**Clock wires, drivers and flops**

The bar under the picture is 50 um long.
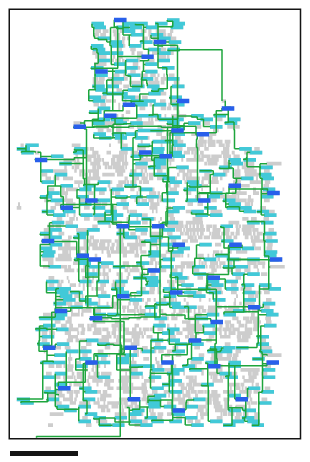
**Metal layers overlaid**

The bar under the picture is 50 um long.
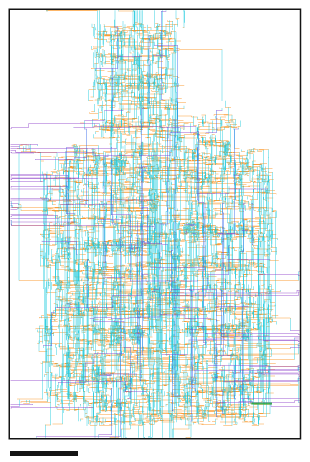
**Pin map**

Pins as bars across the die edge, other pins in gray.
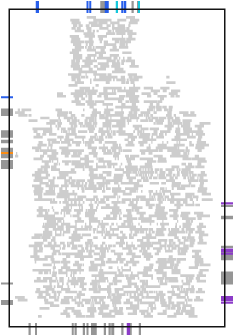
**The clock network**

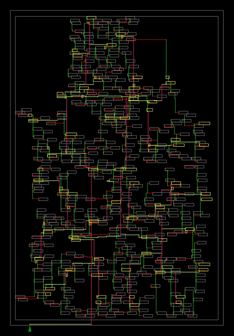
**Sequential cells colored by netlist name**

Other sequential cells in the stronger gray, the rest of the logic in the fainter gray.
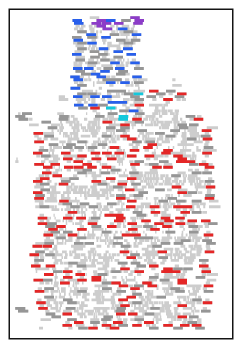
[config.mk]
export PLATFORM = sky130hd
export DESIGN_NAME = vga_rect_compositor
export DESIGN_NICKNAME = d
export VERILOG_FILES = /design/src/rtl/vga_rect_compositor_pkg.sv /design/src/rtl/vga_rect_compositor_hit.sv /design/src/rtl/vga_rect_compositor.sv
export SDC_FILE = /design/constraint.sdc
export NUM_CORES = 1
export LEC_CHECK = 0
export CAP_MARGIN = 20
export CORE_ASPECT_RATIO = 1.5
export CORE_MARGIN = 5
export CORE_UTILIZATION = 35
export CTS_CLUSTER_SIZE = 40
export DETAILED_ROUTE_END_ITERATION = 6
export DONT_BUFFER_PORTS = 1
export GPL_TIMING_DRIVEN = 0
export PLACE_DENSITY = 0.55
export SYNTH_ARGS = -nofsm -noshare
export SYNTH_HDL_FRONTEND = slang
export SYNTH_SLANG_ARGS = --single-unit
[constraint.sdc]
create_clock -name i_CLK -period 6 [get_ports i_CLK]
set_input_delay 0.9 -clock i_CLK [delete_from_list [all_inputs] [get_ports i_CLK]]
set_output_delay 0.9 -clock i_CLK [all_outputs]
set_load 0.01 [all_outputs]
[src/rtl/vga_rect_compositor_pkg.sv]
// Shared types for the rectangle compositor: coordinate width, rectangle
// geometry record, commit FSM states and the half-open span test.
package vga_rect_compositor_pkg;

  localparam int COORD_W = 10;
  localparam int SUM_W   = COORD_W + 1;

  typedef logic [COORD_W-1:0] coord_t;

  typedef struct packed {
    logic   en;
    coord_t h;
    coord_t w;
    coord_t y;
    coord_t x;
  } rect_geom_t;

  typedef enum logic {ST_IDLE, ST_COMMIT} commit_st_t;

  // base + len is formed one bit wider so a rect near 1023 cannot wrap.
  function automatic logic in_span(input coord_t p, input coord_t base, input coord_t len);
    logic [SUM_W-1:0] w_lo, w_hi, w_p;
    w_lo = SUM_W'(base);
    w_hi = SUM_W'(base) + SUM_W'(len);
    w_p  = SUM_W'(p);
    return (w_p >= w_lo) && (w_p < w_hi);
  endfunction

endpackage

[src/rtl/vga_rect_compositor_hit.sv]
// Per-rectangle hit test against the active geometry; registered as the
// S1 hit bit for this rectangle.
module vga_rect_hit
  import vga_rect_compositor_pkg::*;
(
  input  logic       i_CLK,
  input  logic       i_RST_N,
  input  coord_t     i_x,
  input  coord_t     i_y,
  input  rect_geom_t i_rect,
  output logic       o_hit
);

  logic w_hit;
  logic r_hit;

  assign w_hit = i_rect.en && in_span(i_x, i_rect.x, i_rect.w) && in_span(i_y, i_rect.y, i_rect.h);

  always_ff @(posedge i_CLK or negedge i_RST_N) begin
    if (!i_RST_N) r_hit <= 1'b0;
    else          r_hit <= w_hit;
  end

  assign o_hit = r_hit;

endmodule

[src/rtl/vga_rect_compositor.sv]
// Composites NUM_RECTS solid rectangles over a background colour. Software
// writes a shadow set; it is copied to the active set once per frame at vSync.
module vga_rect_compositor
  import vga_rect_compositor_pkg::*;
#(
  parameter int              NUM_RECTS    = 4,
  parameter int              CW           = 3,
  parameter int              H_ACTIVE     = 640,
  parameter int              V_ACTIVE     = 480,
  parameter logic [3*CW-1:0] BG_COLOR     = '0,
  parameter bit              SYNC_ACT_LOW = 1'b1
) (
  input  logic            i_CLK,
  input  logic            i_RST_N,
  input  logic            i_hSync,
  input  logic            i_vSync,
  input  logic [9:0]      i_display_x_pos,
  input  logic [9:0]      i_display_y_pos,
  input  logic            i_wr_valid,
  output logic            o_wr_ready,
  input  logic [3:0]      i_wr_idx,
  input  logic [9:0]      i_wr_x,
  input  logic [9:0]      i_wr_y,
  input  logic [9:0]      i_wr_w,
  input  logic [9:0]      i_wr_h,
  input  logic [3*CW-1:0] i_wr_color,
  input  logic            i_wr_en,
  output logic [CW-1:0]   o_red,
  output logic [CW-1:0]   o_green,
  output logic [CW-1:0]   o_blue,
  output logic            o_hSync,
  output logic            o_vSync,
  output logic            o_frame_commit
);

  localparam int               COL_W     = 3 * CW;
  localparam logic             SYNC_IDLE = logic'(SYNC_ACT_LOW);
  localparam logic [SUM_W-1:0] H_LIM     = SUM_W'(H_ACTIVE);
  localparam logic [SUM_W-1:0] V_LIM     = SUM_W'(V_ACTIVE);

  commit_st_t r_state, w_state_nxt;
  logic       r_vs_prev;
  logic       w_vs_edge;
  logic       w_wr_fire;

  rect_geom_t       r_sh_geo  [NUM_RECTS];
  rect_geom_t       r_act_geo [NUM_RECTS];
  logic [COL_W-1:0] r_sh_col  [NUM_RECTS];
  logic [COL_W-1:0] r_act_col [NUM_RECTS];

  logic [NUM_RECTS-1:0] w_hit_s1;
  logic                 r_onscr_s1;
  logic [COL_W-1:0]     w_col_s2;
  logic [COL_W-1:0]     r_rgb;
  logic [1:0]           r_hs_pipe, r_vs_pipe;

  // ---------------- commit FSM ----------------
  assign w_vs_edge = SYNC_ACT_LOW ? (r_vs_prev && !i_vSync) : (!r_vs_prev && i_vSync);

  always_ff @(posedge i_CLK or negedge i_RST_N) begin
    if (!i_RST_N) begin
      r_state   <= ST_IDLE;
      r_vs_prev <= SYNC_IDLE;
    end else begin
      r_state   <= w_state_nxt;
      r_vs_prev <= i_vSync;
    end
  end

  always_comb begin
    w_state_nxt    = ST_IDLE;
    o_frame_commit = 1'b0;
    o_wr_ready     = 1'b1;
    case (r_state)
      ST_IDLE:   if (w_vs_edge) w_state_nxt = ST_COMMIT;
      ST_COMMIT: begin
        // Writes stall for the copy cycle so none straddles the frame swap.
        o_frame_commit = 1'b1;
        o_wr_ready     = 1'b0;
        if (w_vs_edge) w_state_nxt = ST_COMMIT;
      end
      default:   w_state_nxt = ST_IDLE;
    endcase
  end

  assign w_wr_fire = i_wr_valid && o_wr_ready;

  // ---------------- shadow / active register sets ----------------
  always_ff @(posedge i_CLK or negedge i_RST_N) begin
    if (!i_RST_N) begin
      for (int i = 0; i < NUM_RECTS; i++) begin
        r_sh_geo[i]  <= '0;
        r_act_geo[i] <= '0;
        r_sh_col[i]  <= '0;
        r_act_col[i] <= '0;
      end
    end else begin
      for (int i = 0; i < NUM_RECTS; i++) begin
        if (w_wr_fire && (i_wr_idx == 4'(i))) begin
          r_sh_geo[i] <= '{en: i_wr_en, h: i_wr_h, w: i_wr_w, y: i_wr_y, x: i_wr_x};
          r_sh_col[i] <= i_wr_color;
        end
        if (o_frame_commit) begin
          r_act_geo[i] <= r_sh_geo[i];
          r_act_col[i] <= r_sh_col[i];
        end
      end
    end
  end

  // ---------------- S1: per-rect hit + on-screen flag ----------------
  for (genvar g = 0; g < NUM_RECTS; g++) begin : g_rect
    vga_rect_hit u_hit (
      .i_CLK  (i_CLK),
      .i_RST_N(i_RST_N),
      .i_x    (i_display_x_pos),
      .i_y    (i_display_y_pos),
      .i_rect (r_act_geo[g]),
      .o_hit  (w_hit_s1[g])
    );
  end

  always_ff @(posedge i_CLK or negedge i_RST_N) begin
    if (!i_RST_N) r_onscr_s1 <= 1'b0;
    else          r_onscr_s1 <= (SUM_W'(i_display_x_pos) < H_LIM) && (SUM_W'(i_display_y_pos) < V_LIM);
  end

  // ---------------- S2: priority select, lowest index wins ----------------
  always_comb begin
    w_col_s2 = BG_COLOR;
    for (int i = NUM_RECTS - 1; i >= 0; i--)
      if (w_hit_s1[i]) w_col_s2 = r_act_col[i];
  end

  always_ff @(posedge i_CLK or negedge i_RST_N) begin
    if (!i_RST_N) begin
      r_rgb     <= '0;
      r_hs_pipe <= {2{SYNC_IDLE}};
      r_vs_pipe <= {2{SYNC_IDLE}};
    end else begin
      r_rgb     <= r_onscr_s1 ? w_col_s2 : '0;
      r_hs_pipe <= {r_hs_pipe[0], i_hSync};
      r_vs_pipe <= {r_vs_pipe[0], i_vSync};
    end
  end

  assign o_red   = r_rgb[3*CW-1:2*CW];
  assign o_green = r_rgb[2*CW-1:CW];
  assign o_blue  = r_rgb[CW-1:0];
  assign o_hSync = r_hs_pipe[1];
  assign o_vSync = r_vs_pipe[1];

endmodule

==> reports/metrics.csv <==
metric,value,unit
outcome,completed,
logic_area,10800,um^2
synth_area,21900,um^2
critPathMaxStageDelay,0.68,ns
period_used_share,69.2,%
dr.pass1.iters,5,
grt_max_degree,332,
path_cells,ha_1 > fa_1 > a21oi_1 > o211ai_1 > o41ai_1 > xor2_1 > ha_1 > a2111oi_0 > o21ai_0 > o221ai_1 > o2111ai_1 > a31oi_1,
regToRegSetupSlack,1.85,ns
top_area_share,47.5,%
ctsHtreeMaxLevel,2,
start_kind,flip-flop,
dp.cells,2638,
cp.depth,12,
die-area,67700,um^2
grt_pass1_vias,15000,
crit_path_top_delay_cell,a31oi_1,
ys_cells,1839,
routed_via_density,5.21,
relSlewSlack,27.8,%
cts_root_buf,clkbuf_16,
crit_top_cell,ha_1,
power_density,418,nW/um^2
netlist_instances,1839,
first_iter_violations,633,
yosysUniqueCellTypes,58,
hold-worst-slack,0.0607,ns
cts-buffers-inserted,46,
antenna_found_initial,3,
vdd_ir_drop_max,0.203,mV
cp-startpoint,r_act_geo[0]$_DFFE_PN0P_,
max-clock-path-buffers,3,
arrival,4.54,ns
slew_violations,0,
reg2reg_from,r_act_geo[0]$_DFFE_PN0P_,
ios,92,
tightest_slew,1.08,ns
lay_top_count,dfrtp_1,
cp-end-kind,flip-flop,
gp_congestion,0.847,
setup_viol,0,
reg2reg_to,g_rect[3].u_hit.o_hit$_DFF_PN0_,
drc,0,
cts_tree,built,
worstRegToRegCells,12,
layout-drive-gt1-share,22.6,%
synthArstFlopShare,100,%
finalNonFillerCells,2730,
dpl_cell_area,22900,um^2
period_minus_slack,4.15,ns
synthToLayoutAreaGrowth,12.7,%
fp_util,35.2,%
dpl.hpwl,43400,um
lay_top_cells,"415 x dfrtp_1, 328 x mux2_2, 232 x ha_1",
drv_cap,0,
avgSynthCellArea,11.9,um^2
synth-area-yosys,21900,um^2
grt_first_pass_wirelength,88700,um
fin_ws,1.85,ns
ys_seq_share,48.0,%
power.leakage,11.4,nW
met3_usage,4.69,%
grt.met1_usage,18.6,%
crit_end,g_rect[3].u_hit.o_hit$_DFF_PN0_,
nets,2209,
fmax,241,MHz
tool_warnings,29,
path_clk_slew,0.06,ns
num-fill-cells,5970,
edf_count,0,
hold_path.class,primary input to asynchronous set/reset pin,
hold_violations,0,
rows,112,
postRouteAntennaNets,0,
overflow,0,
grt_most_used_layer,met2,
use_met2,30.7,%
p_total,10.3,mW
area_leaders,"dfrtp_1 47%, mux2_2 17%, ha_1 13%",
yosysWarnings,0,
Notes on 'clock wires, drivers and flops' above:
[cyan] flip-flops | count: 419
[blue] clock drivers | count: 46
[green] clock wires | length: 6170 um
flops lie: widely spread
Clk. pwr: 3.20 mW
Latency at later pin: 0.60 ns
power share of the clock group: 31.1%
skew final: 0.0313 ns

Notes on 'metal layers overlaid' above:
[green] metal 5 | wire length: 13.8 um
[cyan] metal 2 | wire length: 29.4 mm
[orange] metal 1 | wire length: 22.0 mm
[purple] metal 3 | wire length: 3450 um
[blue] metal 4 | wire length: 2870 um
Total Routed Length: 57700 um
GRT Total Usage: 17.0%
vias: 14.2k
drt wl/cell: 21.1 um

Notes on 'pin map' above:
[purple] i_wr_y | pins: 10 | direction: input | edge: 8 right, 2 bottom
[blue] i_wr_color | pins: 9 | direction: input | edge: 8 top, 1 left
[orange] o_wr_ready | pins: 1 | direction: output | edge: left
[cyan] o_red | pins: 3 | direction: output | edge: top
all pins by edge: 30 left, 26 right, 19 bottom, 17 top
DIE WIDTH: 214 um
Die Height: 316 um
I/O Buffers: 0

Notes on 'the clock network' above:
clk_buf instances: 65
clock tree sinks: 419

Notes on 'sequential cells colored by netlist name' above:
[blue] r_sh_col | flops: 36 | where: top middle
[cyan] g_rect.u_hit.o_hit | flops: 4
[purple] r_rgb | flops: 9 | where: top middle
[red] r_sh_geo | flops: 164
not colored: 206
FF+latch area: 10500 um^2
Core Util, Final: 39.7%
sequential power: 3.94 mW

[worst min-delay path by stage]
stage / from / endpoint / cells past startpoint
floorplan: r_hs_pipe[0]$_DFF_PN1_ / r_hs_pipe[1]$_DFF_PN1_ / 0
global placement: r_hs_pipe[0]$_DFF_PN1_ / r_hs_pipe[1]$_DFF_PN1_ / 0
detailed placement: r_hs_pipe[0]$_DFF_PN1_ / r_hs_pipe[1]$_DFF_PN1_ / 0
CTS: i_RST_N / r_sh_geo[82]$_DFFE_PN0P_ / 0
global route: i_RST_N / r_sh_geo[82]$_DFFE_PN0P_ / 0
finish: i_RST_N / r_sh_geo[82]$_DFFE_PN0P_ / 0
[cells by family after synthesis]
family	count (synthesis)	synth area share, %
multiplexers	329	16.9
AND-OR/OR-AND	354	10.1
AND/OR/NAND/NOR	286	5.92
XOR/XNOR	59	2.36
adder cells (fa/ha/maj)	240	14.0
flip-flops	419	48.0
buffers and inverters	152	2.68
[synth_stat cells (3+ instances only)]
master	count
a31oi_1	3
and2_1	10
clkbuf_1	24
ha_1	232
nor3_1	22
nor2_1	63
nand3_1	10
a22oi_1	8
o21ai_0	131
dfstp_2	4
a21oi_1	73
a211o_1	9
o21a_1	27
nand2b_1	18
a221oi_1	4
a311oi_1	3
o21bai_1	3
dfrtp_1	415
a2111oi_0	8
mux2_2	328
o31ai_1	6
o2111ai_1	4
and3_1	3
a21boi_0	3
inv_1	96
xor2_1	42
o41ai_1	3
fa_1	8
nor3b_1	3
a31o_2	6
nand2_1	125
nand4_1	6
o211ai_1	12
a211oi_1	11
xnor2_1	17
buf_2	13
or3_1	3
a21o_1	25
nor2b_1	11
nor4_1	4
buf_1	19
[flip-flops by register name, indices dropped and copies added, names as in the netlist]
name / flops
g_rect.u_hit.o_hit: 4
r_onscr_s1: 1
r_rgb: 9
r_state: 1
r_sh_geo: 164
r_vs_pipe: 2
r_sh_col: 36
r_hs_pipe: 2
r_act_geo: 164
r_act_col: 36
[routing by layer]
metal	share of wire (%)	vias to the layer above
li1	-	6716
met1	38	7079
met2	51	276
met3	6.0	138
met4	5.0	2
met5	0.023	-
[worst reg2reg max path, cell delays in order, from the launching register on]
cell       delay (ns)
dfrtp_1          0.40
ha_1             0.24
fa_1             0.42
a21oi_1          0.21
o211ai_1         0.15
o41ai_1          0.48
xor2_1           0.20
ha_1             0.26
a2111oi_0        0.32
o21ai_0          0.14
o221ai_1         0.25
o2111ai_1        0.18
a31oi_1          0.68
[cell type report]
class | count | share of cell area [%]
clock buffer | 65 | 5.37
sequential | 419 | 42.6
buffer | 56 | 0.919
tap | 798 | 4.05
antenna | 5 | 0.0508
inverter | 96 | 1.46
clock inverter | 20 | 1.56
timing repair buffer | 3 | 0.213
multi-input combinational | 1268 | 43.8
[power breakdown]
group	internal, mW	leakage [nW]	switching, mW
logic	1.60	5.26	1.56
clock network	1.98	0.837	1.22
registers	3.53	5.27	0.406
[timing repair]
action	4_1_cts	5_1_grt
gates resized	0	0
hold endpoints to repair	87	0
buffers inserted	0	0
setup endpoints to repair	0	0
hold buffers	2	0
Power is estimated from default activity; no workload was simulated.
